$ cat src/rtl/alu_bist_pkg.sv
// alu_bist_pkg: shared definitions for the ALU built-in self-test engine.
//   - FSM state encoding for alu_bist_controller
//   - MISR polynomial/seed and the MISR update function
//   - operand LFSR tap mask and step function
//   - zero-seed substitute and default opcode count
package alu_bist_pkg;

    typedef enum logic [1:0] {
        StIdle,
        StSettle,
        StSample,
        StDone
    } bist_state_e;

    localparam int unsigned MISR_W          = 16;
    localparam int unsigned MISR_DATA_W     = 9;
    localparam logic [15:0] MISR_POLY       = 16'h1021;
    localparam logic [15:0] MISR_SEED       = 16'hFFFF;
    localparam logic [7:0]  LFSR_TAPS       = 8'hB8;  // x^8 + x^6 + x^5 + x^4 + 1
    localparam logic [7:0]  ZERO_SEED_SUB   = 8'h01;
    localparam int unsigned NUM_OPS_DEFAULT = 19;

    // One MISR clock: shift left, fold the polynomial back in on a carry-out of bit 15,
    // then xor in the zero-extended {carry, result} sample.
    function automatic logic [MISR_W-1:0] misr_step(input logic [MISR_W-1:0]      s,
                                                    input logic [MISR_DATA_W-1:0] d);
        logic [MISR_W-1:0] fb;
        fb = s[MISR_W-1] ? MISR_POLY : '0;
        return {s[MISR_W-2:0], 1'b0} ^ fb ^ {{(MISR_W - MISR_DATA_W){1'b0}}, d};
    endfunction

    // Fibonacci LFSR step: feedback is the parity of the tapped bits (7, 5, 4, 3).
    function automatic logic [7:0] lfsr_step(input logic [7:0] v);
        return {v[6:0], ^(v & LFSR_TAPS)};
    endfunction

endpackage

$ cat src/rtl/alu_bist_misr.sv
// alu_bist_misr: 16-bit multiple-input signature register compacting ALU results.
// Ports:
//   clk, rst_n  clock / asynchronous active-low reset (state returns to MISR_SEED)
//   clr_i       reload the seed (has priority over en_i)
//   en_i        absorb data_i this cycle
//   data_i      {alu_carry, alu_out} sample
//   state_o     current signature
module alu_bist_misr
    import alu_bist_pkg::*;
(
    input  logic                   clk,
    input  logic                   rst_n,
    input  logic                   clr_i,
    input  logic                   en_i,
    input  logic [MISR_DATA_W-1:0] data_i,
    output logic [MISR_W-1:0]      state_o
);

    logic [MISR_W-1:0] state_q, state_d;

    always_comb begin
        state_d = state_q;
        if (clr_i) begin
            state_d = MISR_SEED;
        end else if (en_i) begin
            state_d = misr_step(state_q, data_i);
        end
    end

    always_ff @(posedge clk or negedge rst_n) begin
        if (!rst_n) begin
            state_q <= MISR_SEED;
        end else begin
            state_q <= state_d;
        end
    end

    assign state_o = state_q;

endmodule

$ cat src/rtl/alu_bist_controller.sv
// alu_bist_controller: power-on self-test engine that sweeps every opcode of an 8-bit ALU
// over LFSR-generated operand pairs and compacts the results into a MISR signature.
// Ports:
//   clk, rst_n           clock / asynchronous active-low reset
//   start_i              level; accepted only while idle
//   seed_a_i, seed_b_i   initial operands (zero is replaced by 8'h01)
//   expected_sig_i       golden signature, compared on the last sample
//   alu_a_o/alu_b_o/alu_sel_o  registered ALU stimulus
//   alu_out_i, alu_carry_i     ALU response
//   busy_o               sweep in progress
//   done_o               one-cycle pulse at end of sweep
//   pass_o, signature_o  result, held until the next accepted start
// Optional build macro ALU_BIST_TRACE_EN adds trace_valid_o / trace_data_o, a registered
// {sel, a, b, out, carry} record emitted the cycle after every sample.
module alu_bist_controller
    import alu_bist_pkg::*;
#(
    parameter int unsigned DATA_W      = 8,
    parameter int unsigned SEL_W       = 5,
    parameter int unsigned NUM_OPS     = NUM_OPS_DEFAULT,
    parameter int unsigned NUM_VECTORS = 4,
    parameter int unsigned SETTLE_CYC  = 2,
    parameter int unsigned SIG_W       = 16
) (
    input  logic                        clk,
    input  logic                        rst_n,
    input  logic                        start_i,
    input  logic [DATA_W-1:0]           seed_a_i,
    input  logic [DATA_W-1:0]           seed_b_i,
    input  logic [SIG_W-1:0]            expected_sig_i,
    output logic [DATA_W-1:0]           alu_a_o,
    output logic [DATA_W-1:0]           alu_b_o,
    output logic [SEL_W-1:0]            alu_sel_o,
    input  logic [DATA_W-1:0]           alu_out_i,
    input  logic                        alu_carry_i,
    output logic                        busy_o,
    output logic                        done_o,
    output logic                        pass_o,
    output logic [SIG_W-1:0]            signature_o
`ifdef ALU_BIST_TRACE_EN
    ,
    output logic                        trace_valid_o,
    output logic [2*DATA_W+SEL_W+DATA_W:0] trace_data_o
`endif
);

    localparam int unsigned SETTLE_W = (SETTLE_CYC > 1) ? $clog2(SETTLE_CYC) : 1;
    localparam int unsigned VEC_W    = (NUM_VECTORS > 1) ? $clog2(NUM_VECTORS) : 1;

    localparam logic [SETTLE_W-1:0] LAST_SETTLE = SETTLE_W'(SETTLE_CYC - 1);
    localparam logic [SEL_W-1:0]    LAST_SEL    = SEL_W'(NUM_OPS - 1);
    localparam logic [VEC_W-1:0]    LAST_VEC    = VEC_W'(NUM_VECTORS - 1);

    bist_state_e         state_q, state_d;
    logic [DATA_W-1:0]   alu_a_q, alu_a_d;
    logic [DATA_W-1:0]   alu_b_q, alu_b_d;
    logic [SEL_W-1:0]    alu_sel_q, alu_sel_d;
    logic [SETTLE_W-1:0] settle_cnt_q, settle_cnt_d;
    logic [VEC_W-1:0]    vec_cnt_q, vec_cnt_d;
    logic                busy_q, busy_d;
    logic                done_q, done_d;
    logic                pass_q, pass_d;
    logic [SIG_W-1:0]    sig_q, sig_d;

    logic                misr_clr;
    logic                misr_en;
    logic [SIG_W-1:0]    misr_state;

    alu_bist_misr u_misr (
        .clk     (clk),
        .rst_n   (rst_n),
        .clr_i   (misr_clr),
        .en_i    (misr_en),
        .data_i  ({alu_carry_i, alu_out_i}),
        .state_o (misr_state)
    );

    always_comb begin
        state_d      = state_q;
        alu_a_d      = alu_a_q;
        alu_b_d      = alu_b_q;
        alu_sel_d    = alu_sel_q;
        settle_cnt_d = settle_cnt_q;
        vec_cnt_d    = vec_cnt_q;
        busy_d       = busy_q;
        done_d       = 1'b0;
        pass_d       = pass_q;
        sig_d        = sig_q;
        misr_clr     = 1'b0;
        misr_en      = 1'b0;

        unique case (state_q)
            StIdle: begin
                if (start_i) begin
                    // An all-zero seed would lock the operand LFSR at zero.
                    alu_a_d      = (seed_a_i == '0) ? DATA_W'(ZERO_SEED_SUB) : seed_a_i;
                    alu_b_d      = (seed_b_i == '0) ? DATA_W'(ZERO_SEED_SUB) : seed_b_i;
                    alu_sel_d    = '0;
                    settle_cnt_d = '0;
                    vec_cnt_d    = '0;
                    busy_d       = 1'b1;
                    pass_d       = 1'b0;
                    sig_d        = '0;
                    misr_clr     = 1'b1;
                    state_d      = StSettle;
                end
            end
            StSettle: begin
                if (settle_cnt_q == LAST_SETTLE) begin
                    settle_cnt_d = '0;
                    state_d      = StSample;
                end else begin
                    settle_cnt_d = settle_cnt_q + 1'b1;
                end
            end
            StSample: begin
                misr_en = 1'b1;
                if (alu_sel_q != LAST_SEL) begin
                    alu_sel_d = alu_sel_q + 1'b1;
                    state_d   = StSettle;
                end else if (vec_cnt_q != LAST_VEC) begin
                    alu_sel_d = '0;
                    vec_cnt_d = vec_cnt_q + 1'b1;
                    alu_a_d   = lfsr_step(alu_a_q);
                    alu_b_d   = lfsr_step(alu_b_q);
                    state_d   = StSettle;
                end else begin
                    // Capture the post-sample signature now so the result is visible in
                    // the same cycle as the done pulse.
                    sig_d   = misr_step(misr_state, {alu_carry_i, alu_out_i});
                    pass_d  = (sig_d == expected_sig_i);
                    busy_d  = 1'b0;
                    done_d  = 1'b1;
                    state_d = StDone;
                end
            end
            StDone: begin
                state_d = StIdle;
            end
            default: begin
                state_d = StIdle;
            end
        endcase
    end

    always_ff @(posedge clk or negedge rst_n) begin
        if (!rst_n) begin
            state_q      <= StIdle;
            alu_a_q      <= '0;
            alu_b_q      <= '0;
            alu_sel_q    <= '0;
            settle_cnt_q <= '0;
            vec_cnt_q    <= '0;
            busy_q       <= 1'b0;
            done_q       <= 1'b0;
            pass_q       <= 1'b0;
            sig_q        <= '0;
        end else begin
            state_q      <= state_d;
            alu_a_q      <= alu_a_d;
            alu_b_q      <= alu_b_d;
            alu_sel_q    <= alu_sel_d;
            settle_cnt_q <= settle_cnt_d;
            vec_cnt_q    <= vec_cnt_d;
            busy_q       <= busy_d;
            done_q       <= done_d;
            pass_q       <= pass_d;
            sig_q        <= sig_d;
        end
    end

    assign alu_a_o     = alu_a_q;
    assign alu_b_o     = alu_b_q;
    assign alu_sel_o   = alu_sel_q;
    assign busy_o      = busy_q;
    assign done_o      = done_q;
    assign pass_o      = pass_q;
    assign signature_o = sig_q;

`ifdef ALU_BIST_TRACE_EN
    logic                           trace_valid_q;
    logic [2*DATA_W+SEL_W+DATA_W:0] trace_data_q;

    always_ff @(posedge clk or negedge rst_n) begin
        if (!rst_n) begin
            trace_valid_q <= 1'b0;
            trace_data_q  <= '0;
        end else begin
            trace_valid_q <= (state_q == StSample);
            if (state_q == StSample) begin
                trace_data_q <= {alu_sel_q, alu_a_q, alu_b_q, alu_out_i, alu_carry_i};
            end
        end
    end

    assign trace_valid_o = trace_valid_q;
    assign trace_data_o  = trace_data_q;
`endif

endmodule

$ cat config.mk
export PLATFORM = sky130hd
export DESIGN_NAME = alu_bist_controller
export DESIGN_NICKNAME = d
export VERILOG_FILES = /design/src/rtl/alu_bist_pkg.sv /design/src/rtl/alu_bist_misr.sv /design/src/rtl/alu_bist_controller.sv
export SDC_FILE = /design/constraint.sdc
export NUM_CORES = 1
export LEC_CHECK = 0
export CAP_MARGIN = 15
export CELL_PAD_IN_SITES_DETAIL_PLACEMENT = 0
export CELL_PAD_IN_SITES_GLOBAL_PLACEMENT = 1
export CORE_AREA = 2 2 147 92
export CTS_CLUSTER_DIAMETER = 80
export DETAILED_ROUTE_END_ITERATION = 8
export DIE_AREA = 0 0 149 94
export DONT_BUFFER_PORTS = 1
export GPL_ROUTABILITY_DRIVEN = 1
export GPL_TIMING_DRIVEN = 1
export HOLD_SLACK_MARGIN = 0.05
export PLACE_DENSITY = 0.44
export SYNTH_ARGS = -nofsm -noshare
export SYNTH_HDL_FRONTEND = slang
export SYNTH_SLANG_ARGS = --single-unit
export TNS_END_PERCENT = 1
$ cat constraint.sdc
create_clock -name clk -period 2.6 [get_ports clk]
set_clock_uncertainty 0.1 [all_clocks]
set_input_delay 0.52 -clock clk [delete_from_list [all_inputs] [get_ports clk]]
set_output_delay 0.52 -clock clk [all_outputs]
set_load 0.03 [all_outputs]
### Met1 routing, run 1

Cells faint in the background.
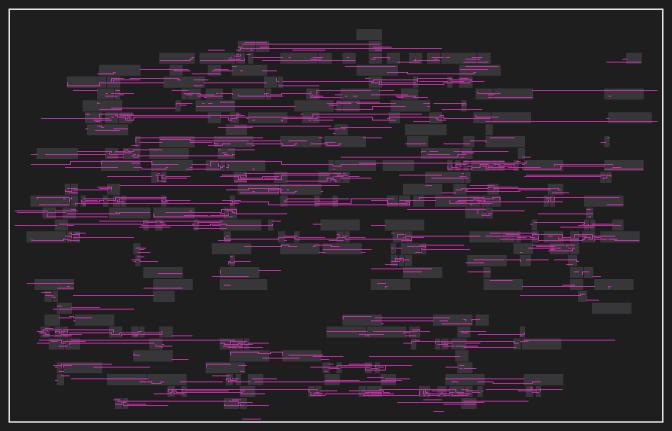
wire length on this layer = 4030 um
main direction = horizontal
share of all routed wire = 51%
nets with wire on the layer = 311
longest straight run = 50.1 um

### Met2 routing, run 1

Bar = 50 um.
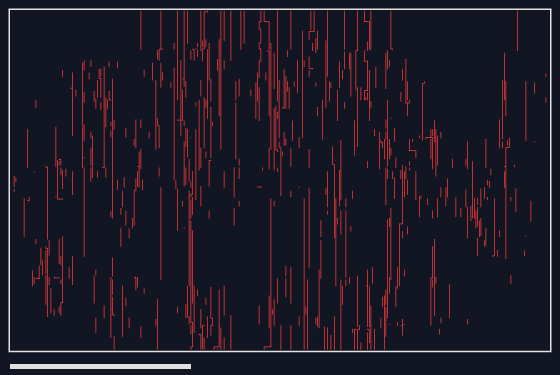
longest straight run = 41.6 um
nets with wire on the layer = 272

### Signal wires on met3, run 1

Bar = 50 um.
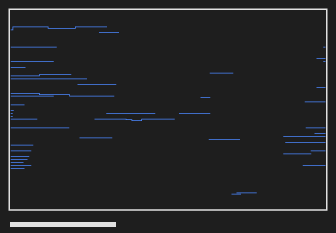
share of all routed wire = 7.5%
longest straight run = 35.6 um
main direction = horizontal

### Clock wiring as the flow saved it, run 1

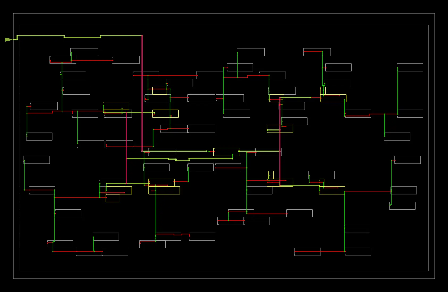
Clock group: 1.23 mW
CTS sink cnt: 61
clock latency on the worst-skew pair: 0.32 ns
layout clock buffer count: 12

==> reports/metrics.yaml, run 1 <==
die_w_um: 149
rrSetupSlack_ns: 0.60
clkPwrFrac_pct: 37.7
synth_warnings: 0
critPathLaunch: "alu_sel_o[2]"
edf_count: 0
min_period_ns: 2.00
n_antenna_cell: 0
path_delay_family: "flip-flops"
syn_inst: 281
status: "finished, final reports clean"
htree_num_levels: 3
worst-r2r-cell-count: 4
first_iter_violations: 65
synth.distinct_cells: 44
stdcell_area_um2: 3670
drt_pre_antenna_iters: 4
chip_area_um2: 14000
io_buffers: 0
tightest_slew_ns: 0.510
slowest_delay_ns: 0.59
drive_gt1_share_pct: 19.5
antenna_found_initial: 0
p_comb_share_pct: 20.0
finalClockPeriodUsage_pct: 76.9
power_leader: "registers"
post_cts_resized: 0
worstHoldStart: "start_i"
crit_required_ns: 2.71
stage_log_warnings: 27
crit_cells: 4
ys_seq_share_pct: 50.1
seq_power_share_pct: 42.3
post-route-util_pct: 29.2
crit_path_end_kind: "flop"
avgRoutedWirePerCell_um: 17.2
p_per_area_nw_per_um2: 889
crit_path_end: "signature_o[7]"
clk_pin_slew_ns: 0.05
syn_avg_cell_area_um2: 11.0
place_inst: 444
numSynthFlops: 61
floorplan.core_util_pct: 24.6
intPower_mw: 2.37
path_cells: "and4bb_2, a31oi_4, buf_4, mux2_2"
drv_cap: 0
coreArea_um2: 12600
max_freq_ghz: 0.500
r2r-start: "alu_sel_o[2]"
cts_tree: "built"
numCtsBuffers: 9
crit_slowest_cell: "dfrtp_1"
start_kind: "flop"
ys_area_um2: 3090
finalSetupViolCount: 0
routed_via_density: 4.40
p_leak_nw: 1.72
p_sw_mw: 0.892
cts_hold_buf: 2
total_power_mw: 3.26
crit_arrival_ns: 2.11
ff_type: "dfrtp_1"
final_nets: 334
combinationalPower_mw: 0.652
crit_type: "reg -> reg"
min_path_type: "in -> reg"
clock_path_buffers: 2
switching_share_pct: 27.3
cts_root_buffer: "clkbuf_16"
vias: 2034
grt_pass1_vias: 2209
fp_nets: 328
dp_hpwl_mm: 5.87
detail-route-antenna-nets: 0
placed_cell_area_um2: 3320
post_cts_buffers: 0
async_flop_share_pct: 100
drt-total-wl_mm: 7.97
ys_cells: 281
setup_ws_ns: 0.600
hold_ws_ns: 0.256
grt_pass1_wl_mm: 13.0
crit_buf_inv: 1
grtUsageTotal_pct: 12.5
fp-row-count: 32
drcViolationCount: 0
p_seq_mw: 1.38
place_ws_ns: 0.603
slew_headroom_pct: 65.7
r2r-end: "signature_o[7]"
rsz0062_at_grt: "false"
slew_viol_final: 0
grt-ovfl-total: 0
fin_tns_setup_ns: 0
area_growth_pct: 18.9
cp_max_fo: 6
ir_drop_mv: 0.345
die_y_um: 94
hold_violations: 0
synth_area_um2: 3090
num_io_pins: 84
min_path_cells: 2
gp_congestion: 0.710
stdcell_count: 462
grt_max_degree: 62
hold_end: "state_q[0]"
==> run 1: layout make-up <==
class	count	area (um^2)
clock buffers	12	267
clock inverters	4	45.0
fillers	1349	8900
inverters	3	11.3
multi-input cells	200	1450
flip-flops and latches	61	1550
well taps	170	213
repair buffers	12	138
==> run 1: cell usage in the layout, fill, tap and decap left out, types with 4 or more instances in the layout <==
cell type,synthesis,final
xor2_1,10,10
nand4_1,4,4
xnor2_1,19,19
xnor3_1,5,5
mux2i_1,14,14
nand3_1,7,7
clkbuf_16,0,9
mux2_1,6,6
nand2_1,45,45
nor2_1,17,17
o21ai_1,12,12
nor3_1,4,4
buf_4,1,8
mux2_2,4,4
o21ai_0,12,12
a211o_1,10,10
dfrtp_1,45,45
dfstp_2,16,16
==> run 1: routing by layer <==
| metal | global-route usage [%] | routed length [um] |
|---|---|---|
| met5 | 0 | 0 |
| met4 | 3.57 | 97 |
| met3 | 6.02 | 597 |
| met2 | 17.1 | 3240 |
| met1 | 17.4 | 4030 |
==> run 1: logic make-up after synthesis <==
kind of cell / Yosys count / synth area share, %
AOI/OAI and AO/OA: 48 / 11.0
buffers and inverters: 20 / 3.20
xor gates and xnor gates: 36 / 13.2
DFF: 61 / 50.1
muxes: 24 / 8.18
and+or+nand+nor: 89 / 13.2
adders and majority gates: 3 / 1.22
==> run 1: synthesized netlist by cell type, drive strengths merged (4+ instances only) <==
cell    instances  share of area [%]
a211o          10                2.8
buf            12                2.2
clkbuf          5               0.61
dfrtp          45                 36
dfstp          16                 14
mux2           10                3.6
mux2i          14                4.5
nand2          45                5.5
nand3           7                1.1
nand4           4               0.81
nor2           17                2.1
nor3            4               0.65
o21ai          24                3.9
xnor2          19                5.4
xnor3           6                4.4
xor2           11                3.4
## Run 2: what changed since run 1
--- a/config.mk
+++ b/config.mk
@@ -16,7 +16,7 @@
 export GPL_ROUTABILITY_DRIVEN = 1
 export GPL_TIMING_DRIVEN = 1
 export HOLD_SLACK_MARGIN = 0.05
-export PLACE_DENSITY = 0.44
+export PLACE_DENSITY = 0.46
 export SYNTH_ARGS = -nofsm -noshare
 export SYNTH_HDL_FRONTEND = slang
 export SYNTH_SLANG_ARGS = --single-unit
==> constraint.sdc (replaced) <==
create_clock -name clk -period 1.65 [get_ports clk]
set_clock_uncertainty 0.1 [all_clocks]
set_input_delay 0.33 -clock clk [delete_from_list [all_inputs] [get_ports clk]]
set_output_delay 0.33 -clock clk [all_outputs]
set_load 0.03 [all_outputs]
### Routed metal per tile, run 2

Bar = 50 um. The die is cut into 30 by 19 equal tiles; dark purple is low, yellow is high, scaled to the fullest tile. Values are wire area over tile area, all layers added.
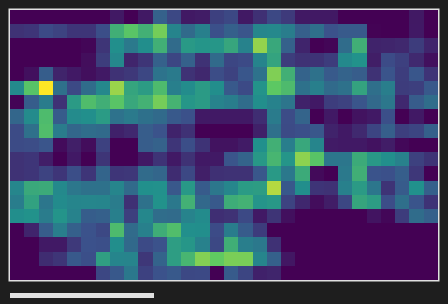
mean over tiles = 0.097
emptiest ninth of the die = lower right
tiles over half the peak = 15%
fullest tile = 0.38

### Signal wires on met3, run 2

Bar = 50 um.
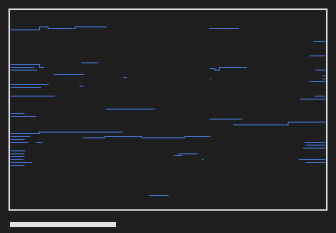
main direction = horizontal
wire length on this layer = 594 um
share of all routed wire = 6.9%
nets with wire on the layer = 41
met3 Use GR: 5.10%
via count: 2202
Detailed Route WL: 8.60 mm

### Met1 routing, run 2

Cells faint in the background.
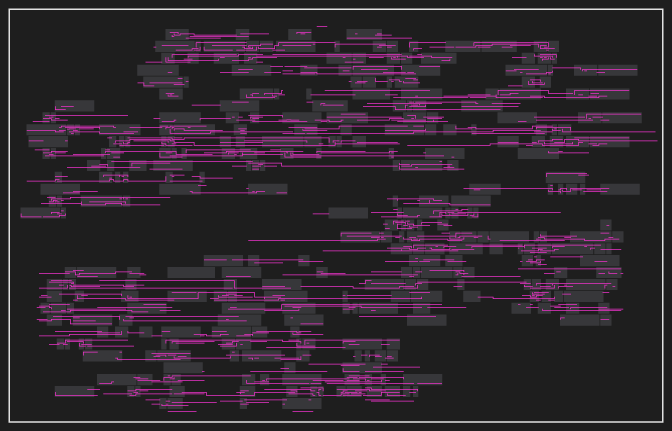
grt met1 use: 18.9%

==> run 2 against run 1 <==
Against the previous run:
- the run now ends with hold timing, setup timing left
- via count grew 8.3%
- synthesized cell count is the same
- sequential power grew 55%
- die area is the same
- synthesized area is the same
- first-iteration DRC count grew 35%
- total power grew 61%
- combinational power grew 75%
- worst setup slack lost 0.73 ns
- worst hold slack lost 0.67 ns
- critical path depth grew 4
- routed wire length grew 7.9%
- critical endpoint is now vec_cnt_q[1]
- highest routed layer unchanged
==> reports/metrics.yaml, run 2 <==
status: "finished with violations"  # was finished, final reports clean
violations: "hold timing, setup timing"
stdcell_count: 500  # was 462
final_nets: 372  # was 334
start_kind: "flop"  # unchanged
cts_root_buffer: "clkbuf_16"  # unchanged
crit_buf_inv: 3  # was 1
drcViolationCount: 0  # unchanged
ys_cells: 281  # unchanged
setup_ws_ns: -0.133  # was 0.600 ns
top_cells_by_area: "dfrtp_1, dfstp_2, nand2_1, xnor2_1, mux2i_1"  # unchanged
met2_usage_pct: 16.2  # was 17.1%
grt_pass1_wl_mm: 13.0  # about the same
highest_layer: "met4"  # unchanged
crit_slowest_cell: "dfrtp_2"  # was dfrtp_1
path_delay_family: "buffers and inverters"  # was flip-flops
grt_max_degree: 62  # unchanged
placed_cell_area_um2: 3580  # was 3320 um^2
fp_nets: 328  # unchanged
crit_path_end_kind: "flop"  # unchanged
path_cells: "ha_4, and4bb_4, buf_6, o22ai_4, buf_6, clkbuf_16, nand2_1, o21ai_1"  # was and4bb_2, a31oi_4, buf_4, mux2_2
clock_sinks: 61  # unchanged
synth.distinct_cells: 44  # unchanged
floorplan.core_util_pct: 24.6  # unchanged
dr_wl_met3_um: 593  # was 597 um
gp_congestion: 0.682  # was 0.710
io_buffers: 0  # unchanged
lay_top_cells: "dfrtp_1, nand2_1, buf_4, xnor2_1, nor2_1"  # was nand2_1, dfrtp_1, xnor2_1, nor2_1, dfstp_2
ys_seq_share_pct: 50.1  # unchanged
crit_required_ns: 1.81  # was 2.71 ns
edf_count: 0  # unchanged
syn_inst: 281  # unchanged
wl_met2_mm: 3.33  # was 3.24 mm
antenna_found_initial: 0  # unchanged
cp_max_fo: 8  # was 6
area_growth_pct: 36.8  # was 18.9%
syn_avg_cell_area_um2: 11.0  # unchanged
total_power_mw: 5.24  # was 3.26 mW
fillers: 1290  # was 1349
p_per_area_nw_per_um2: 1240  # was 889 nW/um^2
slowest_delay_ns: 0.41  # was 0.59 ns
ff_latch_area_um2: 1550  # about the same
drt-met1-wl_mm: 4.56  # was 4.03 mm
avgRoutedWirePerCell_um: 17.2  # about the same
synth_area_um2: 3090  # unchanged
numCtsBuffers: 9  # unchanged
min_period_ns: 1.78  # was 2.00 ns
numSynthFlops: 61  # unchanged
ff_type: "dfrtp_1"  # unchanged
hold_ws_ns: -0.411  # was 0.256 ns
crit_arrival_ns: 1.94  # was 2.11 ns
finalSetupViolCount: 28  # was 0
drv_cap: 0  # unchanged
p_leak_nw: 2.02  # was 1.72 nW
clk_pin_slew_ns: 0.06  # was 0.05 ns
cts_tree: "built"  # unchanged
first_iter_violations: 88  # was 65
place_inst: 475  # was 444
drt_pre_antenna_iters: 4  # unchanged
grt_busiest_layer: "met1"  # unchanged
grtUsageTotal_pct: 12.7  # was 12.5%
htree_num_levels: 3  # unchanged
n_antenna_cell: 0  # unchanged
grt-ovfl-total: 0  # unchanged
dp_hpwl_mm: 5.75  # was 5.87 mm
post-route-util_pct: 33.6  # was 29.2%
top_area_share_pct: 36.5  # unchanged
max_freq_ghz: 0.561  # was 0.500 GHz
chip_area_um2: 14000  # unchanged
detail-route-antenna-nets: 0  # unchanged
die_w_um: 149  # unchanged
top_area_cell: "dfrtp_1"  # unchanged
synth_warnings: 0  # unchanged
finalClockPeriodUsage_pct: 108  # was 76.9%
drive_gt1_share_pct: 37.6  # was 19.5%
num_io_pins: 84  # unchanged
place_ws_ns: -0.159  # was 0.603 ns
rsz0062_at_grt: "true"  # was false
crit_type: "reg -> reg"  # unchanged
slew_headroom_pct: 71.9  # was 65.7%
synthTopCellsByCount: "dfrtp_1, nand2_1, xnor2_1"  # unchanged
coreArea_um2: 12600  # unchanged
min_path_type: "in -> async"  # was in -> reg
die_y_um: 94  # unchanged
async_flop_share_pct: 100  # unchanged
ir_drop_mv: 0.464  # was 0.345 mV
grt_pass1_vias: 2258  # was 2209
stdcell_area_um2: 4230  # was 3670 um^2
insertion_delay_ns: 0.34  # was 0.32 ns
mostFrequentLayoutCell: "dfrtp_1"
slew_viol_final: 0  # unchanged
routed_via_density: 4.40  # about the same
tightest_slew_ns: 0.419  # was 0.510 ns
ys_area_um2: 3090  # unchanged
fin_tns_setup_ns: -2.08  # was 0 ns
clock_path_buffers: 2  # unchanged
stage_log_warnings: 32  # was 27
hold_violations: 61  # was 0
fp-row-count: 32  # unchanged
logic_area_um2: 1610  # was 1450 um^2
crit_top_cell: "buf_6"
run 2: cell types whose count changed in the layout (fill, tap and decap cells not counted), sizes merged:
cell / previous run / this run
dlygate4sd3: 1 / 0
buf: 11 / 48
clkinvlp: 0 / 3
inv: 3 / 5
clkinv: 3 / 0
run 2: report_power, final:
part	total, mW	switching (mW)	internal [mW]
registers	2.14	0.264	1.87
clock network	1.96	0.738	1.22
logic	1.14	0.477	0.666
total	5.24	1.48	3.76
run 2: final timing paths:
path / cells past startpoint / slack, ns / startpoint / endpoint
worst max-delay path: 8 / -0.13 / alu_sel_o[1] / vec_cnt_q[1]
worst min-delay path: 0 / -0.41 / rst_n / signature_o[2]
worst max register to register: 8 / -0.13 / alu_sel_o[1] / vec_cnt_q[1]
worst min register to register: 2 / 0.40 / u_misr.state_o[10] / u_misr.state_o[10]
max in group asynchronous: 0 / 1.67 / rst_n / u_misr.state_o[9]
min in group clk: 2 / 0.07 / start_i / state_q[0]
run 2: logic make-up (layout without fill, tap and decap cells):
family	count (synthesis)	in the layout	synth area share (%)
multiplexers	24	24	8.18
AND/OR/NAND/NOR	89	89	13.2
flip-flops	61	61	50.1
adder cells (fa/ha/maj)	3	3	1.22
XOR/XNOR	36	36	13.2
AND-OR/OR-AND	48	48	11.0
buffers and inverters	20	69	3.20
run 2: cell type report:
type / instances / area share (%)
clock inverter: 6 / 1.66
timing repair buffer: 50 / 12.6
multi-input combinational: 200 / 38.1
sequential: 61 / 36.6
tap: 170 / 5.03
inverter: 3 / 0.266
clock buffer: 10 / 5.65
run 2: repair_timing:
action	in CTS	in global routing
endpoints found under the hold margin	61	61
pin swaps	7	4
cloned	3	2
setup endpoints to repair	38	41
buffers inserted	3	1
resized	26	22
No activity file was given, so power comes from the tool's default toggle rates.
